==> config.mk <==
export PLATFORM = sky130hd
export DESIGN_NAME = rx_frame_ctrl
export DESIGN_NICKNAME = d
export VERILOG_FILES = /design/src/rtl/rx_frame_pkg.sv /design/src/rtl/rx_frame_ctrl_ev_fifo.sv /design/src/rtl/rx_frame_ctrl.sv
export SDC_FILE = /design/constraint.sdc
export NUM_CORES = 1
export LEC_CHECK = 0
export CAP_MARGIN = 10
export CORE_MARGIN = 2
export CORE_UTILIZATION = 32
export CTS_BUF_LIST = sky130_fd_sc_hd__clkbuf_4 sky130_fd_sc_hd__clkbuf_8 sky130_fd_sc_hd__clkbuf_16
export DETAILED_ROUTE_END_ITERATION = 7
export PLACE_DENSITY_LB_ADDON = 0.2
export SLEW_MARGIN = 20
export SYNTH_ARGS = -nofsm -noshare
export SYNTH_HDL_FRONTEND = slang
export SYNTH_SLANG_ARGS = --single-unit
==> constraint.sdc <==
create_clock -name clk -period 3.4 [get_ports clk]
set_input_delay 0.34 -clock clk [delete_from_list [all_inputs] [get_ports clk]]
set_output_delay 0.34 -clock clk [all_outputs]
set_load 0.01 [all_outputs]
==> src/rtl/rx_frame_pkg.sv <==
`default_nettype none
// ============================================================================
// rx_frame_pkg : shared event, cause and state codes for the RX frame path
// Rev 1.0
// ============================================================================
package rx_frame_pkg;

    localparam logic [2:0] DEC_EV_NONE     = 3'd0;
    localparam logic [2:0] DEC_EV_PREAMBLE = 3'd1;
    localparam logic [2:0] DEC_EV_SFD      = 3'd2;
    localparam logic [2:0] DEC_EV_PHR      = 3'd3;
    localparam logic [2:0] DEC_EV_BYTE     = 3'd4;
    localparam logic [2:0] DEC_EV_COMPLETE = 3'd5;

    localparam logic [2:0] RX_EV_NONE      = 3'd0;
    localparam logic [2:0] RX_EV_PREAMBLE  = 3'd1;
    localparam logic [2:0] RX_EV_SFD       = 3'd2;
    localparam logic [2:0] RX_EV_PHR       = 3'd3;
    localparam logic [2:0] RX_EV_BYTE      = 3'd4;
    localparam logic [2:0] RX_EV_END       = 3'd5;
    localparam logic [2:0] RX_EV_ERROR     = 3'd6;

    localparam logic [1:0] CAUSE_NOBUF     = 2'd0;
    localparam logic [1:0] CAUSE_LEN       = 2'd1;
    localparam logic [1:0] CAUSE_SHORT     = 2'd2;
    localparam logic [1:0] CAUSE_TIMEOUT   = 2'd3;

    localparam int STATE_W = 2;
    localparam logic [STATE_W-1:0] ST_IDLE    = 2'd0;
    localparam logic [STATE_W-1:0] ST_HUNT    = 2'd1;
    localparam logic [STATE_W-1:0] ST_HDR     = 2'd2;
    localparam logic [STATE_W-1:0] ST_PAYLOAD = 2'd3;

    localparam int EVQ_W = 5;

    // Queue entry layout: cause in the upper bits, event code in the lower bits.
    function automatic logic [EVQ_W-1:0] pack_ev(input logic [2:0] ev, input logic [1:0] cause);
        return {cause, ev};
    endfunction

endpackage
`default_nettype wire

==> src/rtl/rx_frame_ctrl_ev_fifo.sv <==
`default_nettype none
// ============================================================================
// ev_fifo : event queue with valid/ready pop, drop-on-full push, sync flush
// Rev 1.0
// ============================================================================
module ev_fifo #(
    parameter int WIDTH = 5,
    parameter int DEPTH = 8
) (
    input  logic             clk,
    input  logic             reset,
    input  logic             flush,
    input  logic             push,
    input  logic [WIDTH-1:0] push_data,
    input  logic             pop_ready,
    output logic [WIDTH-1:0] head_data,
    output logic             head_valid,
    output logic             overflow
);
    localparam int PTR_W = $clog2(DEPTH);

    logic [WIDTH-1:0] mem [DEPTH];
    logic [PTR_W-1:0] rd_ptr;
    logic [PTR_W-1:0] wr_ptr;
    logic [PTR_W:0]   count;
    logic             full;
    logic             do_pop;
    logic             do_push;

    assign full       = (count == (PTR_W+1)'(DEPTH));
    assign head_valid = (count != '0);
    assign do_pop     = pop_ready && head_valid;
    // A pop in the same cycle frees the slot, so a push at full is still taken.
    assign do_push    = push && (!full || do_pop);
    assign overflow   = push && full && !do_pop;
    assign head_data  = head_valid ? mem[rd_ptr] : '0;

    always_ff @(posedge clk) begin
        if (reset || flush) begin
            rd_ptr <= '0;
            wr_ptr <= '0;
            count  <= '0;
        end else begin
            if (do_push) wr_ptr <= wr_ptr + 1'b1;
            if (do_pop)  rd_ptr <= rd_ptr + 1'b1;
            count <= count + (PTR_W+1)'(do_push) - (PTR_W+1)'(do_pop);
        end
    end

    always_ff @(posedge clk) begin
        if (do_push && !flush) mem[wr_ptr] <= push_data;
    end

endmodule
`default_nettype wire

==> src/rtl/rx_frame_ctrl.sv <==
`default_nettype none
// ============================================================================
// rx_frame_ctrl : turns decoder strobes into ping-pong bank writes and a
// queued host event stream, with length/timeout checking and decoder abort.
// Rev 1.0
// ============================================================================
module rx_frame_ctrl
    import rx_frame_pkg::*;
#(
    parameter int ADDR_W      = 7,
    parameter int EVQ_DEPTH   = 8,
    parameter int TIMEOUT_CYC = 4096
) (
    input  logic              clk,
    input  logic              reset,
    input  logic              i_enable,
    input  logic [2:0]        i_dec_ev,
    input  logic              i_dec_ev_sig,
    input  logic [7:0]        i_dec_byte,
    input  logic              i_dec_fcs_ok,
    output logic              o_dec_reset,
    output logic              o_buf_w_en,
    output logic [ADDR_W:0]   o_buf_w_addr,
    output logic [7:0]        o_buf_w_byte,
    output logic [2:0]        o_ev,
    output logic [1:0]        o_ev_cause,
    output logic              o_ev_valid,
    input  logic              i_ev_ready,
    output logic              o_ev_lost,
    output logic              o_rdy,
    output logic              o_rdy_bank,
    output logic [7:0]        o_rdy_len,
    output logic              o_rdy_fcs_ok,
    input  logic              i_release,
    output logic              o_sfd,
    output logic              o_active
);
    localparam int CNT_W = (ADDR_W > 8) ? ADDR_W : 8;
    localparam int TMO_W = $clog2(TIMEOUT_CYC + 1);
    localparam logic [CNT_W-1:0] MAX_LEN = CNT_W'((1 << ADDR_W) - 1);

    logic [STATE_W-1:0] state, next_state;
    logic               in_frame, strobe, tmo_fire;
    logic [TMO_W-1:0]   tmo_cnt;
    logic [CNT_W-1:0]   len_r, cnt, cnt_inc, len_ext;
    logic               len_bad;

    logic               claimed, cur_bank, first;
    logic [1:0]         done, bank_free, bank_fcs;
    logic [7:0]         bank_len [2];
    logic               have_free, free_bank, rel;

    logic               push, wr_en, claim, finish, abort, nobuf, load_len, step_cnt;
    logic [2:0]         push_ev;
    logic [1:0]         push_cause;
    logic [ADDR_W-1:0]  wr_off;
    logic [EVQ_W-1:0]   head;
    logic               overflow;

    logic               dec_rst, active, lost, buf_w_en;
    logic [ADDR_W:0]    buf_w_addr;
    logic [7:0]         buf_w_byte;

    assign strobe    = i_dec_ev_sig;
    assign in_frame  = (state == ST_HDR) || (state == ST_PAYLOAD);
    assign tmo_fire  = in_frame && !strobe && (tmo_cnt == TMO_W'(TIMEOUT_CYC - 1));
    assign cnt_inc   = cnt + 1'b1;
    assign len_ext   = CNT_W'(i_dec_byte);
    assign len_bad   = (len_ext == '0) || (len_ext > MAX_LEN);

    assign bank_free[0] = !done[0] && !(claimed && !cur_bank);
    assign bank_free[1] = !done[1] && !(claimed && cur_bank);
    assign have_free    = |bank_free;
    assign free_bank    = !bank_free[0];

    assign o_rdy        = |done;
    assign o_rdy_bank   = (&done) ? first : done[1];
    assign o_rdy_len    = o_rdy ? bank_len[o_rdy_bank] : 8'd0;
    assign o_rdy_fcs_ok = o_rdy & bank_fcs[o_rdy_bank];
    assign rel          = i_release && o_rdy;

    always_ff @(posedge clk) begin
        if (reset) state <= ST_IDLE;
        else       state <= next_state;
    end

    always_comb begin
        next_state = state;
        if (!i_enable) begin
            next_state = ST_IDLE;
        end else begin
            case (state)
                ST_IDLE:    next_state = ST_HUNT;
                ST_HUNT:    if (claim) next_state = ST_HDR;
                ST_HDR:     if (load_len) next_state = ST_PAYLOAD;
                            else if (abort) next_state = ST_HUNT;
                ST_PAYLOAD: if (abort || finish) next_state = ST_HUNT;
                default:    next_state = ST_IDLE;
            endcase
        end
    end

    always_comb begin
        push       = 1'b0;
        push_ev    = RX_EV_NONE;
        push_cause = CAUSE_NOBUF;
        wr_en      = 1'b0;
        wr_off     = '0;
        claim      = 1'b0;
        finish     = 1'b0;
        abort      = 1'b0;
        nobuf      = 1'b0;
        load_len   = 1'b0;
        step_cnt   = 1'b0;
        if (i_enable) begin
            case (state)
                ST_HUNT: begin
                    if (strobe && i_dec_ev == DEC_EV_PREAMBLE) begin
                        push    = 1'b1;
                        push_ev = RX_EV_PREAMBLE;
                    end else if (strobe && i_dec_ev == DEC_EV_SFD) begin
                        push = 1'b1;
                        if (have_free) begin
                            claim   = 1'b1;
                            push_ev = RX_EV_SFD;
                        end else begin
                            nobuf      = 1'b1;
                            push_ev    = RX_EV_ERROR;
                            push_cause = CAUSE_NOBUF;
                        end
                    end
                end
                ST_HDR: begin
                    if (tmo_fire) begin
                        abort      = 1'b1;
                        push       = 1'b1;
                        push_ev    = RX_EV_ERROR;
                        push_cause = CAUSE_TIMEOUT;
                    end else if (strobe && i_dec_ev == DEC_EV_PHR) begin
                        push = 1'b1;
                        if (len_bad) begin
                            abort      = 1'b1;
                            push_ev    = RX_EV_ERROR;
                            push_cause = CAUSE_LEN;
                        end else begin
                            load_len = 1'b1;
                            wr_en    = 1'b1;
                            push_ev  = RX_EV_PHR;
                        end
                    end
                end
                ST_PAYLOAD: begin
                    if (tmo_fire) begin
                        abort      = 1'b1;
                        push       = 1'b1;
                        push_ev    = RX_EV_ERROR;
                        push_cause = CAUSE_TIMEOUT;
                    end else if (strobe && i_dec_ev == DEC_EV_BYTE) begin
                        push = 1'b1;
                        if (cnt == len_r) begin
                            abort      = 1'b1;
                            push_ev    = RX_EV_ERROR;
                            push_cause = CAUSE_LEN;
                        end else begin
                            step_cnt = 1'b1;
                            wr_en    = 1'b1;
                            wr_off   = cnt_inc[ADDR_W-1:0];
                            push_ev  = RX_EV_BYTE;
                        end
                    end else if (strobe && i_dec_ev == DEC_EV_COMPLETE) begin
                        push = 1'b1;
                        if (cnt == len_r) begin
                            finish  = 1'b1;
                            push_ev = RX_EV_END;
                        end else begin
                            abort      = 1'b1;
                            push_ev    = RX_EV_ERROR;
                            push_cause = CAUSE_SHORT;
                        end
                    end
                end
                default: ;
            endcase
        end
    end

    always_ff @(posedge clk) begin
        if (reset) begin
            dec_rst     <= 1'b1;
            active      <= 1'b0;
            lost        <= 1'b0;
            buf_w_en    <= 1'b0;
            buf_w_addr  <= '0;
            buf_w_byte  <= '0;
            tmo_cnt     <= '0;
            len_r       <= '0;
            cnt         <= '0;
            claimed     <= 1'b0;
            cur_bank    <= 1'b0;
            first       <= 1'b0;
            done        <= '0;
            bank_fcs    <= '0;
            bank_len[0] <= '0;
            bank_len[1] <= '0;
        end else begin
            dec_rst  <= (next_state == ST_IDLE) || finish || abort || nobuf;
            active   <= i_enable;
            buf_w_en <= wr_en;
            if (wr_en) begin
                buf_w_addr <= {cur_bank, wr_off};
                buf_w_byte <= i_dec_byte;
            end

            if (strobe || !in_frame) tmo_cnt <= '0;
            else                     tmo_cnt <= tmo_cnt + 1'b1;

            if (load_len) begin
                len_r <= len_ext;
                cnt   <= '0;
            end else if (step_cnt) begin
                cnt <= cnt_inc;
            end

            if (!i_enable)     lost <= 1'b0;
            else if (overflow) lost <= 1'b1;

            if (rel) done[o_rdy_bank] <= 1'b0;
            if (claim) begin
                claimed  <= 1'b1;
                cur_bank <= free_bank;
            end
            if (finish) begin
                claimed            <= 1'b0;
                done[cur_bank]     <= 1'b1;
                bank_len[cur_bank] <= len_r[7:0];
                bank_fcs[cur_bank] <= i_dec_fcs_ok;
                // The other bank stays oldest only if it is still held after this cycle.
                first <= (done[~cur_bank] && !(rel && (o_rdy_bank == ~cur_bank))) ? ~cur_bank : cur_bank;
            end
            if (abort || !i_enable) claimed <= 1'b0;
        end
    end

    ev_fifo #(
        .WIDTH (EVQ_W),
        .DEPTH (EVQ_DEPTH)
    ) u_ev_fifo (
        .clk        (clk),
        .reset      (reset),
        .flush      (!i_enable),
        .push       (push),
        .push_data  (pack_ev(push_ev, push_cause)),
        .pop_ready  (i_ev_ready),
        .head_data  (head),
        .head_valid (o_ev_valid),
        .overflow   (overflow)
    );

    assign o_ev         = head[2:0];
    assign o_ev_cause   = head[4:3];
    assign o_ev_lost    = lost;
    assign o_dec_reset  = dec_rst;
    assign o_active     = active;
    assign o_sfd        = in_frame;
    assign o_buf_w_en   = buf_w_en;
    assign o_buf_w_addr = buf_w_addr;
    assign o_buf_w_byte = buf_w_byte;

endmodule
`default_nettype wire

### Routed clock nets over the placement, run 1

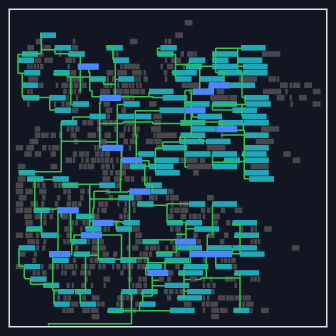
[flip-flops] cyan | count: 127
[cells driving clock nets] blue | count: 17
[clock wires] green | length: 1690 um
flops lie: all over the die
clk_skew: 0.01100 ns
worst skew pair latency: 0.42 ns
clock power share: 0.464

### Signal wires on met3, run 1

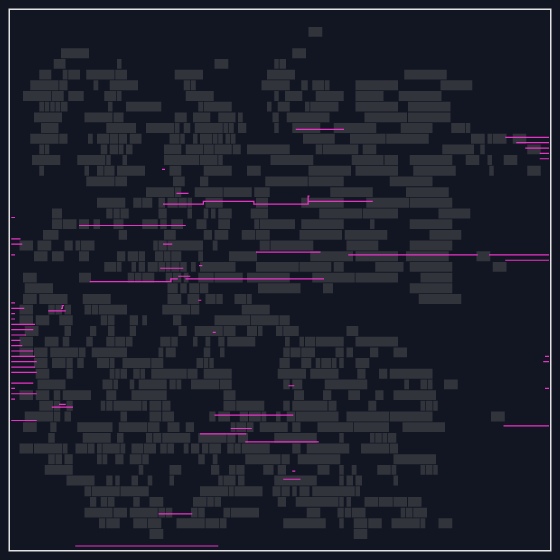
longest straight run: 36.1 um
nets with wire on the layer: 53
Routed WL: 12930 um
met3 Resource Use GR: 0.03532
vias: 4141

### Cells by drive strength, run 1

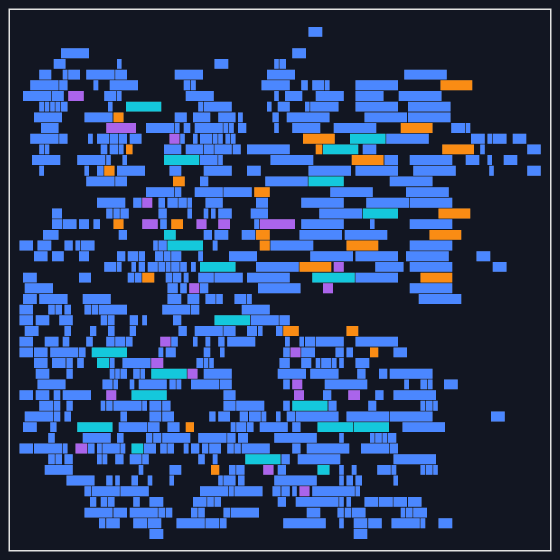
[drive 3 to 4] purple | cells: 22 | most used: buf_4
[drive 2] orange | cells: 26 | most used: mux4_2
[drive 6 and up] cyan | cells: 22 | most used: clkbuf_16
[drive 1 or less] blue | cells: 539 | most used: dfxtp_1
Signal buffers: 66
area grow syn2layout: 23.85%
Final WS setup: 0.5265 ns

==> job_summary.md, run 1 <==
### Metrics collected by this job

| Metric | Value |
|---|---|
| Outcome | `finished, violations left` |
| Failing checks | `DRC` |
| Crit Reg-Reg Startpoint | `tmo_cnt[0]$_SDFF_PP0_` |
| Placement Rows | `48` |
| Sw Pwr | `0.9133 mW` |
| Worst EP required | `3.06 ns` |
| DRC viols | `6` |
| Worst VDD drop | `236.0 uV` |
| Top-area cell share | `0.2949` |
| Die Size | `18900 sq um` |
| Fraction of area in registers | `0.4394` |
| Seq pwr | `1.63 mW` |
| TritonCTS clock tree | `done` |
| Mean Syn Cell Area | `10.58 sq um` |
| Worst Path Arrival | `2.53 ns` |
| Cts bufs inserted | `17` |
| FF/Latch Area | `3103 sq um` |
| GP Congestion | `0.7786` |
| Drt wl/cell | `15.50 um` |
| Final setup viols | `0` |
| Max cap viols | `0` |
| Antenna cells | `0` |
| Cell Area, Synth | `5702 sq um` |
| TritonRoute pass-1 iters | `8` |
| Number of flip-flops in the largest register | `40` |
| Top area cell types | `edfxtp_1 (29%), dfxtp_1 (25%), mux4_2 (3.9%)` |
| Crit path buf inv count | `1` |
| Layout net count | `625` |
| Non-filler cells, final | `834` |
| Comb power frac | `0.096` |
| Pwr top | `clock` |
| Crit path time final | `2.874 ns` |
| Area of the multi-input gates | `2392 sq um` |
| Reg clk slew, reported paths | `0.06 ns` |
| Most frequent cells after synthesis | `dfxtp_1 (71), nand2_1 (59), edfxtp_1 (56)` |
| Setup TNS | `0 ns` |
| Post-Synthesis Cells | `539` |
| Final core occ | `0.4069` |
| First-pass GRT wire length | `21130 um` |
| Core area | `17360 sq um` |
| Layout cells sized above 1 | `0.1149` |
| HPWL after DPL | `9217 um` |
## run 1: layout by cell type, fill, tap and decap left out, types with 10 or more instances in the layout
| master | n |
|---|---|
| a21oi_1 | 44 |
| and2_1 | 17 |
| buf_4 | 11 |
| clkbuf_16 | 17 |
| clkdlybuf4s50_1 | 55 |
| dfxtp_1 | 71 |
| edfxtp_1 | 56 |
| ha_1 | 10 |
| inv_1 | 23 |
| mux4_2 | 10 |
| nand2_1 | 59 |
| nand3_1 | 25 |
| nor2_1 | 32 |
| o21ai_0 | 33 |
| xnor2_1 | 14 |
| xor2_1 | 13 |
## run 1: logic make-up after synthesis
logic type               Yosys count  share of synthesized area
AND-OR/OR-AND                    102                     0.1027
XOR/XNOR                          27                    0.04148
adder cells (fa/ha/maj)           11                    0.02546
buffers and inverters             52                    0.03665
flip-flops                       127                     0.5442
multiplexers                      19                    0.05552
AND/OR/NAND/NOR                  201                     0.1940
## run 1: layer usage
metal	vias to the layer above	routed length [um]	global-route usage
met5	-	0	0
met4	0	113	0.05441
met3	11	478	0.03532
met2	81	5759	0.2225
met1	1993	6573	0.2026
li1	2056	-	-
## run 1: how the worst max path moves through the flow
stage | slack, ns | end | startpoint
6_report | 0.53 | o_ev[2] | flop
5_1_grt | 0.31 | o_ev[2] | flop
4_1_cts | 0.24 | o_rdy_len[0] | done[0]$_SDFF_PP0_
3_5_place_dp | 0.53 | u_ev_fifo.count[2]$_SDFF_PP0_ | i_dec_ev[0]
3_3_place_gp | 0.63 | u_ev_fifo.count[2]$_SDFF_PP0_ | i_dec_ev_sig
2_1_floorplan | 0.95 | u_ev_fifo.count[2]$_SDFF_PP0_ | tmo_cnt[2]$_SDFF_PP0_
==> inputs of run 2 (changes only) <==
- clock period: 3.4 -> 2.7 ns (I/O delays scaled with it)
### Signal wires on met3, run 2

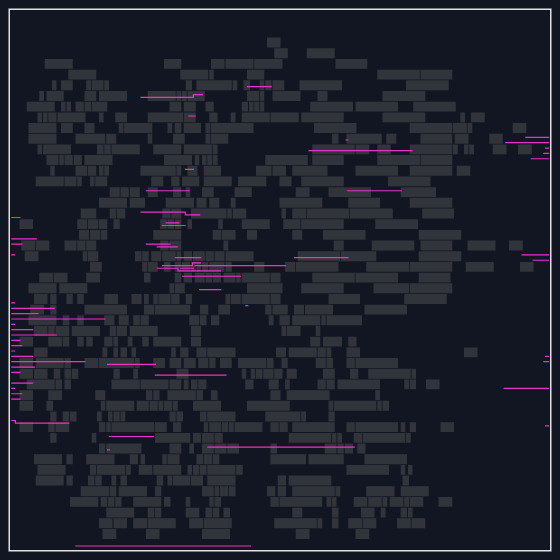
nets with wire on the layer: 49
main direction: horizontal
longest straight run: 44.4 um
share of all routed wire: 4.0%
vias: 4138
Routed WL: 12900 um
met3 Resource Use GR: 0.03900

==> run 2 against run 1 <==
Compared with the run above:
- the run now ends clean
- design area up 1.7%
- first-iteration DRC count up 34%
- flip-flop count unchanged
- core utilization up 0.70 points
- routed wire length down 0.17%
- global-route usage up 0.26 points
- sequential power up 25%
==> job_summary.md, run 2 <==
### Metrics collected by this job

| Metric | Value |
|---|---|
| Crit Reg-Reg Startpoint | `tmo_cnt[2]$_SDFF_PP0_` |
| Layout net count | `635 (+1.6%)` |
| Max cap viols | `0 (unchanged)` |
| Top routing layer used | `met4` |
| TritonRoute pass-1 iters | `4 (-4)` |
| Final WS setup | `0.1630 ns (-0.3635 ns)` |
| Outcome | `finished clean` |
| Post-Synthesis Cells | `539 (unchanged)` |
| Clk_skew | `0.01131 ns (+0.0003086 ns)` |
| Signal buffers | `76 (+15%)` |
| Area of the multi-input gates | `2397 sq um (+0.21%)` |
| Top-area cell share | `0.2949 (unchanged)` |
| Mean Syn Cell Area | `10.58 sq um (unchanged)` |
| Layout cells sized above 1 | `0.1292 (+0.01430)` |
| Fillers | `1630` |
| Worst Path Arrival | `2.27 ns (-0.26 ns)` |
| Final setup viols | `0 (unchanged)` |
| Final core occ | `0.4139 (+0.006992)` |
| Crit path time final | `2.537 ns` |
| Period utilisation layout | `0.9396` |
| Number of flip-flops in the largest register | `40 (unchanged)` |
| Cts bufs inserted | `17 (unchanged)` |
| Area grow syn2layout | `25.98%` |
| Reg clk slew, reported paths | `0.06 ns (about the same)` |
| First-pass GRT wire length | `21570 um (+2.1%)` |
| Most common logic cells in the final layout | `dfxtp_1 (71), nand2_1 (59), edfxtp_1 (56)` |
| Worst VDD drop | `446.5 uV (+89%)` |
| FF/Latch Area | `3103 sq um (unchanged)` |
| Crit path buf inv count | `2 (+1)` |
| Pwr/cell area | `671.7 nW/um^2` |
| Fraction of area in registers | `0.4320 (-0.007424)` |
| Most frequent cells after synthesis | `dfxtp_1 (71), nand2_1 (59), edfxtp_1 (56)` |
| M1 wire length | `6360 um (-3.2%)` |
| HPWL after DPL | `9088 um (-1.4%)` |
| Critical path's slowest cell | `mux4_2` |
| DRC viols | `0 (-6)` |
| GP Congestion | `0.8328 (+7.0%)` |
| Top flop regs | `u_ev_fifo.mem: 40 flops, bank_len: 16 flops, tmo_cnt: 13 flops` |
| Setup TNS | `0 ns (unchanged)` |
| Cell Area, Synth | `5702 sq um (unchanged)` |
| DR WL met2 | `5867 um (+1.9%)` |
| Antenna cells | `0 (unchanged)` |
| Top area cell types | `edfxtp_1 (29%), dfxtp_1 (25%), mux4_2 (3.9%)` |
| Post-CTS setup buffer count | `0` |
| TritonCTS clock tree | `done` |
| Die Size | `18900 sq um (unchanged)` |
| Highest-count logic cell in the final layout | `dfxtp_1` |
| Drt wl/cell | `15.29 um (-1.4%)` |
| Clock buffer depth | `2` |
| Core area | `17360 sq um (unchanged)` |
| CP Capture Point | `o_ev_cause[0]` |
run 2: cell counts after synthesis:
Identical to the previous run, type by type.
run 2: through the flow:
step,instances,hold WS (ns)
2_1_floorplan,539,0.3985
3_3_place_gp,812,0.4218
3_5_place_dp,812,0.4379
4_1_cts,844,0.4465
5_1_grt,844,0.4610
6_report,844,0.4410
run 2: metal layers:
layer,vias up,GRT usage
met1,1979,0.2015
met5,-,0
li1,2062,-
met3,14,0.03900
met2,83,0.2261
met4,0,0.06243
run 2: repair_timing:
| action | CTS | global route |
|---|---|---|
| gates resized | 1 | 1 |
| endpoints found under the setup margin | 10 | 1 |
| hold buffers | 0 | 0 |
| endpoints found under the hold margin | 0 | 0 |
run 2: power breakdown:
part | switching (mW) | internal (mW)
clock network | 0.848 | 1.47
logic | 0.242 | 0.220
registers | 0.0164 | 2.03
run 2: worst min-delay path by stage:
stage / to
floorplan: bank_fcs[0]$_SDFFE_PP0P_
global placement: tmo_cnt[0]$_SDFF_PP0_
CTS: tmo_cnt[0]$_SDFF_PP0_
finish: tmo_cnt[0]$_SDFF_PP0_
detailed placement: tmo_cnt[0]$_SDFF_PP0_
global route: o_ev_lost$_SDFFE_PP0P_
run 2: worst reg2reg max path: stages (launching register included):
cell and delay (ns):
dfxtp_1 0.40, and4_4 0.27, nand4_4 0.15, or4_4 0.58, a21oi_2 0.17, buf_4 0.19, nor4bb_4 0.42
run 2: logic make-up after synthesis:
family | Yosys count | synth area share
compound gates | 102 | 0.1027
flops | 127 | 0.5442
xor+xnor | 27 | 0.04148
mux | 19 | 0.05552
buf+inv | 52 | 0.03665
fa+ha+maj | 11 | 0.02546
simple gates | 201 | 0.1940
Power figures rest on the tool's default switching activity, not on a simulated workload.
